Figure 1. Congestion heat map.
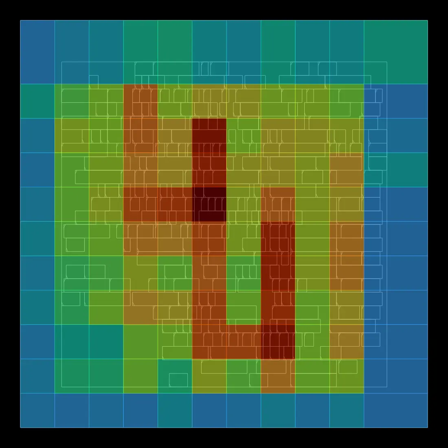
Figure 2. The metal 2 layer.
The bar under the picture is 20 um long.
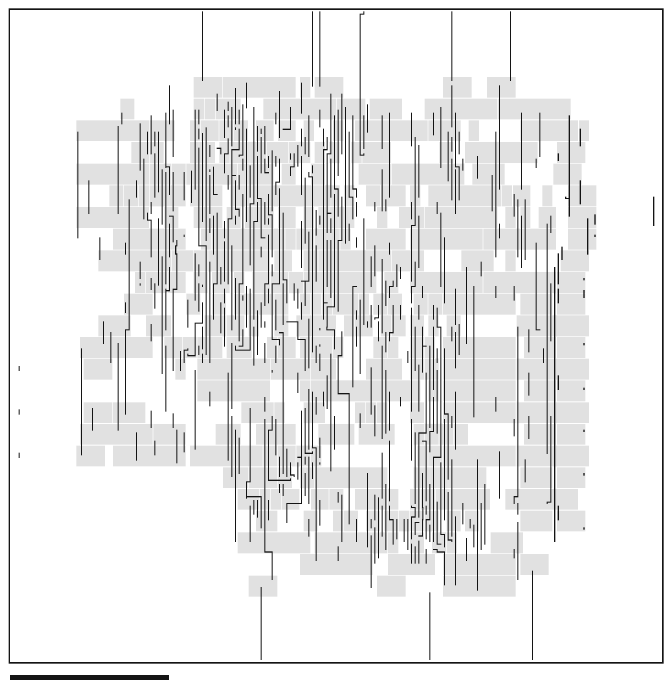
## config.mk

```make
export PLATFORM = sky130hd
export DESIGN_NAME = uart_rx_core
export DESIGN_NICKNAME = d
export VERILOG_FILES = /design/src/rtl/uart_pkg.sv /design/src/rtl/uart_rx_holding_reg.sv /design/src/rtl/uart_rx_core.sv
export SDC_FILE = /design/constraint.sdc
export NUM_CORES = 1
export LEC_CHECK = 0
export CAP_MARGIN = 20
export CORE_MARGIN = 8
export CORE_UTILIZATION = 55
export DETAILED_ROUTE_END_ITERATION = 8
export GPL_TIMING_DRIVEN = 0
export PLACE_DENSITY = 0.8
export SYNTH_ARGS = -nofsm -noshare
export SYNTH_HDL_FRONTEND = slang
export SYNTH_SLANG_ARGS = --single-unit
export TNS_END_PERCENT = 1
```

## constraint.sdc

```tcl
create_clock -name clk_i -period 2.8 [get_ports clk_i]
set_clock_uncertainty 0.1 [all_clocks]
set_input_delay 0.28 -clock clk_i [delete_from_list [all_inputs] [get_ports clk_i]]
set_output_delay 0.28 -clock clk_i [all_outputs]
set_load 0.02 [all_outputs]
```

## src/rtl/uart_pkg.sv

```systemverilog
// rtl/uart_pkg.sv - shared state encoding, conf field positions and sample-point helpers
package uart_pkg;

  typedef enum logic [2:0] {
    ST_OFF    = 3'd0,
    ST_IDLE   = 3'd1,
    ST_START  = 3'd2,
    ST_DATA   = 3'd3,
    ST_PARITY = 3'd4,
    ST_STOP   = 3'd5
  } rx_state_e;

  localparam int PARITY_EN_B  = 0;
  localparam int PARITY_ODD_B = 1;
  localparam int STOP2_B      = 2;
  localparam int DATA_LEN_LSB = 3;

  localparam int DEFAULT_OVERSAMPLE = 16;

  function automatic int mid_sample(input int oversample);
    return oversample / 2 - 1;
  endfunction

  function automatic int last_sample(input int oversample);
    return oversample - 1;
  endfunction

  localparam int DEFAULT_MID  = DEFAULT_OVERSAMPLE / 2 - 1;
  localparam int DEFAULT_LAST = DEFAULT_OVERSAMPLE - 1;

endpackage

```

## src/rtl/uart_rx_holding_reg.sv

```systemverilog
// rtl/uart_rx_holding_reg.sv - valid/ready output register with per-frame flags and sticky overrun
module uart_rx_holding_reg #(
  parameter int DATA_W = 9
) (
  input  logic              clk_i,
  input  logic              rst_i,
  input  logic              load_i,
  input  logic [DATA_W-1:0] data_i,
  input  logic              parity_err_i,
  input  logic              frame_err_i,
  input  logic              break_i,
  input  logic              ready_i,
  input  logic              ovr_clr_i,
  output logic [DATA_W-1:0] data_o,
  output logic              valid_o,
  output logic              parity_err_o,
  output logic              frame_err_o,
  output logic              break_o,
  output logic              overrun_o
);

  logic accept;
  logic room;

  assign accept = valid_o & ready_i;
  // A frame may replace the held one only if the consumer takes the old one this cycle.
  assign room   = ~valid_o | ready_i;

  always_ff @(posedge clk_i or posedge rst_i) begin
    if (rst_i) begin
      data_o       <= '0;
      valid_o      <= 1'b0;
      parity_err_o <= 1'b0;
      frame_err_o  <= 1'b0;
      break_o      <= 1'b0;
      overrun_o    <= 1'b0;
    end else begin
      if (load_i && room) begin
        data_o       <= data_i;
        parity_err_o <= parity_err_i;
        frame_err_o  <= frame_err_i;
        break_o      <= break_i;
        valid_o      <= 1'b1;
      end else if (accept) begin
        valid_o <= 1'b0;
      end

      if (load_i && !room) begin
        overrun_o <= 1'b1;
      end else if (ovr_clr_i) begin
        overrun_o <= 1'b0;
      end
    end
  end

endmodule

```

## src/rtl/uart_rx_core.sv

```systemverilog
// rtl/uart_rx_core.sv - UART receiver FSM and bit sampler feeding the holding register.
// Define UART_RX_MAJORITY_VOTE_EN to decide each bit by a 3-sample vote around MID.
module uart_rx_core
  import uart_pkg::*;
#(
  parameter int MAX_UART_DATA_W = 9,
  parameter int MIN_UART_DATA_W = 5,
  parameter int OVERSAMPLE      = 16,
  parameter int SAMPLE_COUNT_W  = 4,
  parameter int DATA_COUNTER_W  = 4,
  parameter int TOTAL_CONF_W    = 5
) (
  input  logic                       clk_i,
  input  logic                       rst_i,
  input  logic                       baud_en_i,
  input  logic                       rx_en_i,
  input  logic                       uart_rx_i,
  input  logic [TOTAL_CONF_W-1:0]    rx_conf_i,
  output logic [MAX_UART_DATA_W-1:0] rx_data_o,
  output logic                       rx_valid_o,
  input  logic                       rx_ready_i,
  output logic                       rx_parity_err_o,
  output logic                       rx_frame_err_o,
  output logic                       rx_break_o,
  output logic                       rx_overrun_o,
  input  logic                       rx_ovr_clr_i,
  output logic                       rx_busy_o
);

  localparam int DLEN_W = TOTAL_CONF_W - DATA_LEN_LSB;
  localparam int MID_I  = mid_sample(OVERSAMPLE);
  localparam logic [SAMPLE_COUNT_W-1:0] MID      = SAMPLE_COUNT_W'(MID_I);
  localparam logic [SAMPLE_COUNT_W-1:0] LAST     = SAMPLE_COUNT_W'(last_sample(OVERSAMPLE));
  localparam logic [SAMPLE_COUNT_W-1:0] SCNT_ONE = SAMPLE_COUNT_W'(1);
  localparam logic [DATA_COUNTER_W-1:0] BCNT_ONE = DATA_COUNTER_W'(1);

  rx_state_e                    state_q;
  logic [SAMPLE_COUNT_W-1:0]    sample_cnt_q;
  logic [DATA_COUNTER_W-1:0]    bit_cnt_q;
  logic                         stop_idx_q;
  logic [TOTAL_CONF_W-1:0]      conf_q;
  logic [MAX_UART_DATA_W-1:0]   data_q;
  logic                         par_acc_q;
  logic                         par_err_q;
  logic                         frame_err_q;
  logic                         any_one_q;
  logic                         line_high_q;
  logic                         done_q;
  logic                         bit_val;
  logic [DLEN_W-1:0]            data_len;
  logic [DATA_COUNTER_W-1:0]    last_bit;

`ifdef UART_RX_MAJORITY_VOTE_EN
  localparam logic [SAMPLE_COUNT_W-1:0] MID_PRE = SAMPLE_COUNT_W'(MID_I - 1);
  localparam logic [SAMPLE_COUNT_W-1:0] DECIDE  = SAMPLE_COUNT_W'(MID_I + 1);
  logic [1:0] vote_q;

  always_ff @(posedge clk_i or posedge rst_i) begin
    if (rst_i) begin
      vote_q <= '0;
    end else if (baud_en_i) begin
      if (sample_cnt_q == MID_PRE) vote_q[0] <= uart_rx_i;
      if (sample_cnt_q == MID)     vote_q[1] <= uart_rx_i;
    end
  end

  assign bit_val = (vote_q[0] & vote_q[1]) | (vote_q[0] & uart_rx_i) | (vote_q[1] & uart_rx_i);
`else
  localparam logic [SAMPLE_COUNT_W-1:0] DECIDE = MID;
  assign bit_val = uart_rx_i;
`endif

  assign data_len = conf_q[TOTAL_CONF_W-1:DATA_LEN_LSB];

  always_comb begin
    int n;
    n = MIN_UART_DATA_W + int'(data_len);
    if (n > MAX_UART_DATA_W) n = MAX_UART_DATA_W;
    last_bit = DATA_COUNTER_W'(n - 1);
  end

  always_ff @(posedge clk_i or posedge rst_i) begin
    if (rst_i) begin
      state_q      <= ST_OFF;
      sample_cnt_q <= '0;
      bit_cnt_q    <= '0;
      stop_idx_q   <= 1'b0;
      conf_q       <= '0;
      data_q       <= '0;
      par_acc_q    <= 1'b0;
      par_err_q    <= 1'b0;
      frame_err_q  <= 1'b0;
      any_one_q    <= 1'b0;
      line_high_q  <= 1'b0;
      done_q       <= 1'b0;
    end else begin
      done_q <= 1'b0;
      if (baud_en_i) begin
        if (!rx_en_i) begin
          state_q      <= ST_OFF;
          sample_cnt_q <= '0;
          bit_cnt_q    <= '0;
          stop_idx_q   <= 1'b0;
          line_high_q  <= 1'b0;
        end else begin
          sample_cnt_q <= sample_cnt_q + SCNT_ONE;
          unique case (state_q)
            ST_OFF: begin
              state_q      <= ST_IDLE;
              sample_cnt_q <= '0;
            end
            ST_IDLE: begin
              sample_cnt_q <= '0;
              if (uart_rx_i) begin
                line_high_q <= 1'b1;
              end else if (line_high_q) begin
                // The edge-detect tick is sample 0 of the start bit.
                state_q      <= ST_START;
                sample_cnt_q <= SCNT_ONE;
                conf_q       <= rx_conf_i;
                data_q       <= '0;
                bit_cnt_q    <= '0;
                stop_idx_q   <= 1'b0;
                par_acc_q    <= 1'b0;
                par_err_q    <= 1'b0;
                frame_err_q  <= 1'b0;
                any_one_q    <= 1'b0;
              end
            end
            ST_START: begin
              if (sample_cnt_q == DECIDE && bit_val) begin
                state_q      <= ST_IDLE;
                sample_cnt_q <= '0;
              end else if (sample_cnt_q == LAST) begin
                state_q      <= ST_DATA;
                sample_cnt_q <= '0;
              end
            end
            ST_DATA: begin
              if (sample_cnt_q == DECIDE) begin
                data_q[bit_cnt_q] <= bit_val;
                par_acc_q         <= par_acc_q ^ bit_val;
                any_one_q         <= any_one_q | bit_val;
              end
              if (sample_cnt_q == LAST) begin
                sample_cnt_q <= '0;
                if (bit_cnt_q == last_bit) begin
                  bit_cnt_q <= '0;
                  state_q   <= conf_q[PARITY_EN_B] ? ST_PARITY : ST_STOP;
                end else begin
                  bit_cnt_q <= bit_cnt_q + BCNT_ONE;
                end
              end
            end
            ST_PARITY: begin
              if (sample_cnt_q == DECIDE) begin
                par_err_q <= bit_val != (par_acc_q ^ conf_q[PARITY_ODD_B]);
                any_one_q <= any_one_q | bit_val;
              end
              if (sample_cnt_q == LAST) begin
                sample_cnt_q <= '0;
                state_q      <= ST_STOP;
              end
            end
            ST_STOP: begin
              if (sample_cnt_q == DECIDE) begin
                frame_err_q <= frame_err_q | ~bit_val;
                any_one_q   <= any_one_q | bit_val;
                if (stop_idx_q == conf_q[STOP2_B]) begin
                  // Completing mid-bit lets a back-to-back start edge be caught on time;
                  // after a break the line must go high again before re-arming.
                  done_q       <= 1'b1;
                  state_q      <= ST_IDLE;
                  sample_cnt_q <= '0;
                  line_high_q  <= any_one_q | bit_val;
                end
              end else if (sample_cnt_q == LAST) begin
                stop_idx_q   <= 1'b1;
                sample_cnt_q <= '0;
              end
            end
            default: begin
              state_q      <= ST_OFF;
              sample_cnt_q <= '0;
            end
          endcase
        end
      end
    end
  end

  assign rx_busy_o = (state_q == ST_START) || (state_q == ST_DATA) ||
                     (state_q == ST_PARITY) || (state_q == ST_STOP);

  uart_rx_holding_reg #(
    .DATA_W(MAX_UART_DATA_W)
  ) u_holding (
    .clk_i        (clk_i),
    .rst_i        (rst_i),
    .load_i       (done_q),
    .data_i       (data_q),
    .parity_err_i (par_err_q),
    .frame_err_i  (frame_err_q),
    .break_i      (~any_one_q),
    .ready_i      (rx_ready_i),
    .ovr_clr_i    (rx_ovr_clr_i),
    .data_o       (rx_data_o),
    .valid_o      (rx_valid_o),
    .parity_err_o (rx_parity_err_o),
    .frame_err_o  (rx_frame_err_o),
    .break_o      (rx_break_o),
    .overrun_o    (rx_overrun_o)
  );

endmodule

```

==> GITHUB_STEP_SUMMARY <==
### Flow metrics

| Metric | Value |
|---|---|
| Clock buffer depth | 2 |
| Fin Setup TNS | 0 ps |
| Yosys stat chip area | 2380 um2 |
| DR vias | 1929 |
| Met3 Resource Use GR | 4.05% |
| Iteration-0 DRC Markers | 128 |
| Largest net degree at the start of global routing | about 42 |
| Status | finished, final reports clean |
| Crit-path max FO | 10 |
| Cell family with most CP delay | simple AND/OR/NAND/NOR gates |
| Post-synth ARST share | 100% |
| Worst-Skew Late Latency | 290 ps |
| Comb gate area | 1120 um2 |
| Ao+oa area frac | 18.6% |
| Max-cap viol count | 0 |
| Global-route wire length before repair | slightly below 8000 um |
| Vias per cell | 5.85 |
| Floorplan Nets | 262 |
| ANT cells | 0 |
| Buffers and inverters on the worst path | 1 |
| Post-DP HPWL | 3560 um |
| Reg2reg end | data_q[0] |
| Post-synthesis sequential area ratio | 48.4% |
| Gr usage total | 15.0% |
| Chip area | 6690 um2 |
| Port bufs | 25 |
| CTS tree | yes |
| Worst path depth | 7 |
| Gr busiest metal | met2 |
| R2R Setup Slk | 470 ps |
| Cells on worst reg2reg path | 7 |
| Top Layout Cells | dfrtp_1 (46), o21ai_0 (28), clkdlybuf4s50_1 (25), nand2_1 (23), a21oi_1 (19) |
| Post-synth top cells | dfrtp_1 (46), o21ai_0 (28), nand2_1 (23), a21oi_1 (19) |
| Leak pwr | roughly 1.3 nW |
| Layout cells sized above 1 | 12.9% |
| # hold bufs at CTS | 0 |
| Initial antenna violation count | 0 |
| Tmin final | 2330 ps |
| Register Area | around 1200 um2 |
| Vias in the first global route | 1741 |
| Post-synth cell types | 48 |
| Max H-tree Level | 2 |
| RSZ-0062 raised after global routing | no |
| Initial Util | 55.8% |
| Root buffer cell | clkbuf_8 |
| Synth Area in Simple Gates | 16.1% |
| Crit-path max cell delay | approximately 420 ps |
| Registers, synthesis | 46 |
| Initial DRT Pass Iterations | 5 |
| GPL Wtd Cong | 0.879 |
| Worst path slowest cell | dfrtp_1 |
| Top cells by area | dfrtp_1 (48%), mux2_2 (8.0%), o21ai_0 (5.9%), a21oi_1 (4.0%), nand2_1 (3.6%) |
| Yosys cell count | 245 |
| Area grow syn2layout | 18.8% |
| WS Path Type | flop to flop |
| Rows | 24 |
| Core ar. | 4260 um2 |
| Post-CTS setup buffer count | 0 |
| Max Slew Vio Count | 0 |
| Worst Setup Start Kind | flop |
| Cycle use final | 83.3% |
| Total power | 0.00164 W |
| Logic family by area | AND-OR/OR-AND gates |
| Fillers | 328 |
| Number of nets in the layout | 295 |
| Highest clock rate | around 0.43 GHz |
| Post-synth top area cell | dfrtp_1 |
| Synth Cell Area | 2380 um2 |
| FF-to-FF Start | sample_cnt_q[0] |
| Worst IR Drop VDD | 0.342 mV |
| Tool warnings | 29 |
| Crit path DAT | 2430 ps |
| Die Span X | about 82 um |
| Synth Area in Adders | 2.63% |
| CP cell instances | ha_1, and3b_4, a21oi_1, or3b_1, or3_1, buf_6, o41ai_2 |
| Mux cell area share | 8.04% |
| Hold Path Class | input pin to async pin |
| Slew of the pin with the lowest slew margin | approximately 550 ps |
| Top-count cell post-synth | dfrtp_1 |
| DRC errors left | 0 |
| Post-synth EDFFs | 0 |
| WP data required | about 2900 ps |
| Total gr overflow | 0 |
| Setup violations, final | 0 |
| Number of gates resized after CTS | 0 |
| Area share, top type | 48.4% |
| Num CTS Buffers | 5 |
| Ports | 27 |
| Crit end category | flop |
| Yosys xor share | under 10% |
| Syn_area_per_cell | slightly below 10 um2 |
| Antenna Nets Post-Route | 0 |
| Die height | 81.8 um |
| Worst slew margin | 62.5% |
| DRT Wirelength | 4890 um |
| Clk pin slew, worst setup/hold paths | 80 ps |
| Commonest Layout Cell | dfrtp_1 |
| Mapped Cells | 245 |
| Top_reg_cell synth | dfrtp_1 |
| Pwr/cell area | about 580 nW/um2 |
| Yosys warning total | 0 |
| Clock net sink count | 46 |
| Crit. Startpoint | sample_cnt_q[0] |
| Final Hold Viols | 0 |
Notes on Figure 1 above:
met2 Track Usage GR: 23.4%
M1 GR Usage: 19.2%
DR WL/cell: 14.8 um

Notes on Figure 2 above:
share of all routed wire	48%
nets with wire on the layer	249
wire length on this layer	2350 um

## area by class of cell
class / count / share of cell area [%]
flip-flops and latches: 46 / 40.7
multi-input cells: 174 / 39.7
repair buffers: 26 / 9.56
clock buffers: 6 / 2.92
well taps: 52 / 2.30
plain buffers: 13 / 2.12
inverters: 12 / 1.59
clock inverters: 1 / 1.06
## flip-flops by register name, indices dropped and copies added, names as in the netlist
name                    cells
data_q                      9
par_err_q                   1
u_holding.overrun_o         1
u_holding.parity_err_o      1
any_one_q                   1
u_holding.break_o           1
conf_q                      5
par_acc_q                   1
done_q                      1
stop_idx_q                  1
bit_cnt_q                   4
u_holding.valid_o           1
sample_cnt_q                4
u_holding.data_o            9
frame_err_q                 1
u_holding.frame_err_o       1
line_high_q                 1
state_q                     3
## power by group
part | leakage (nW) | switching [W] | internal [W]
registers | 0.631 | 0.0000543 | 0.000726
clock network | 0.0573 | 0.000205 | 0.000285
logic | 0.598 | 0.000197 | 0.000171
## per-stage QoR
stage / utilization [%] / setup slack [ps] / area [um2] / hold slack, ps / std cells
floorplan: - / 663 / 2380 / 279 / 245
global placement: 63.2 / 408 / 2700 / 350 / 322
detailed placement: 63.7 / 419 / 2720 / 367 / 323
CTS: 66.3 / 472 / 2830 / 86.4 / 330
global route: 66.3 / 333 / 2830 / 83.3 / 330
finish: 66.3 / 468 / 2830 / 86.9 / 330
## worst max-delay path by stage
stage | end | slack [ps]
global route | par_acc_q | 330
floorplan | data_q[0] | 660
CTS | data_q[0] | 470
global placement | state_q[0] | 410
finish | data_q[0] | 470
detailed placement | conf_q[4] | 420
## routing by layer
layer	routed length, um	vias up
met1	2160	929
met5	0	-
met3	323	6
met2	2350	61
li1	-	933
met4	51	0
Power and IR drop assume default switching activity.
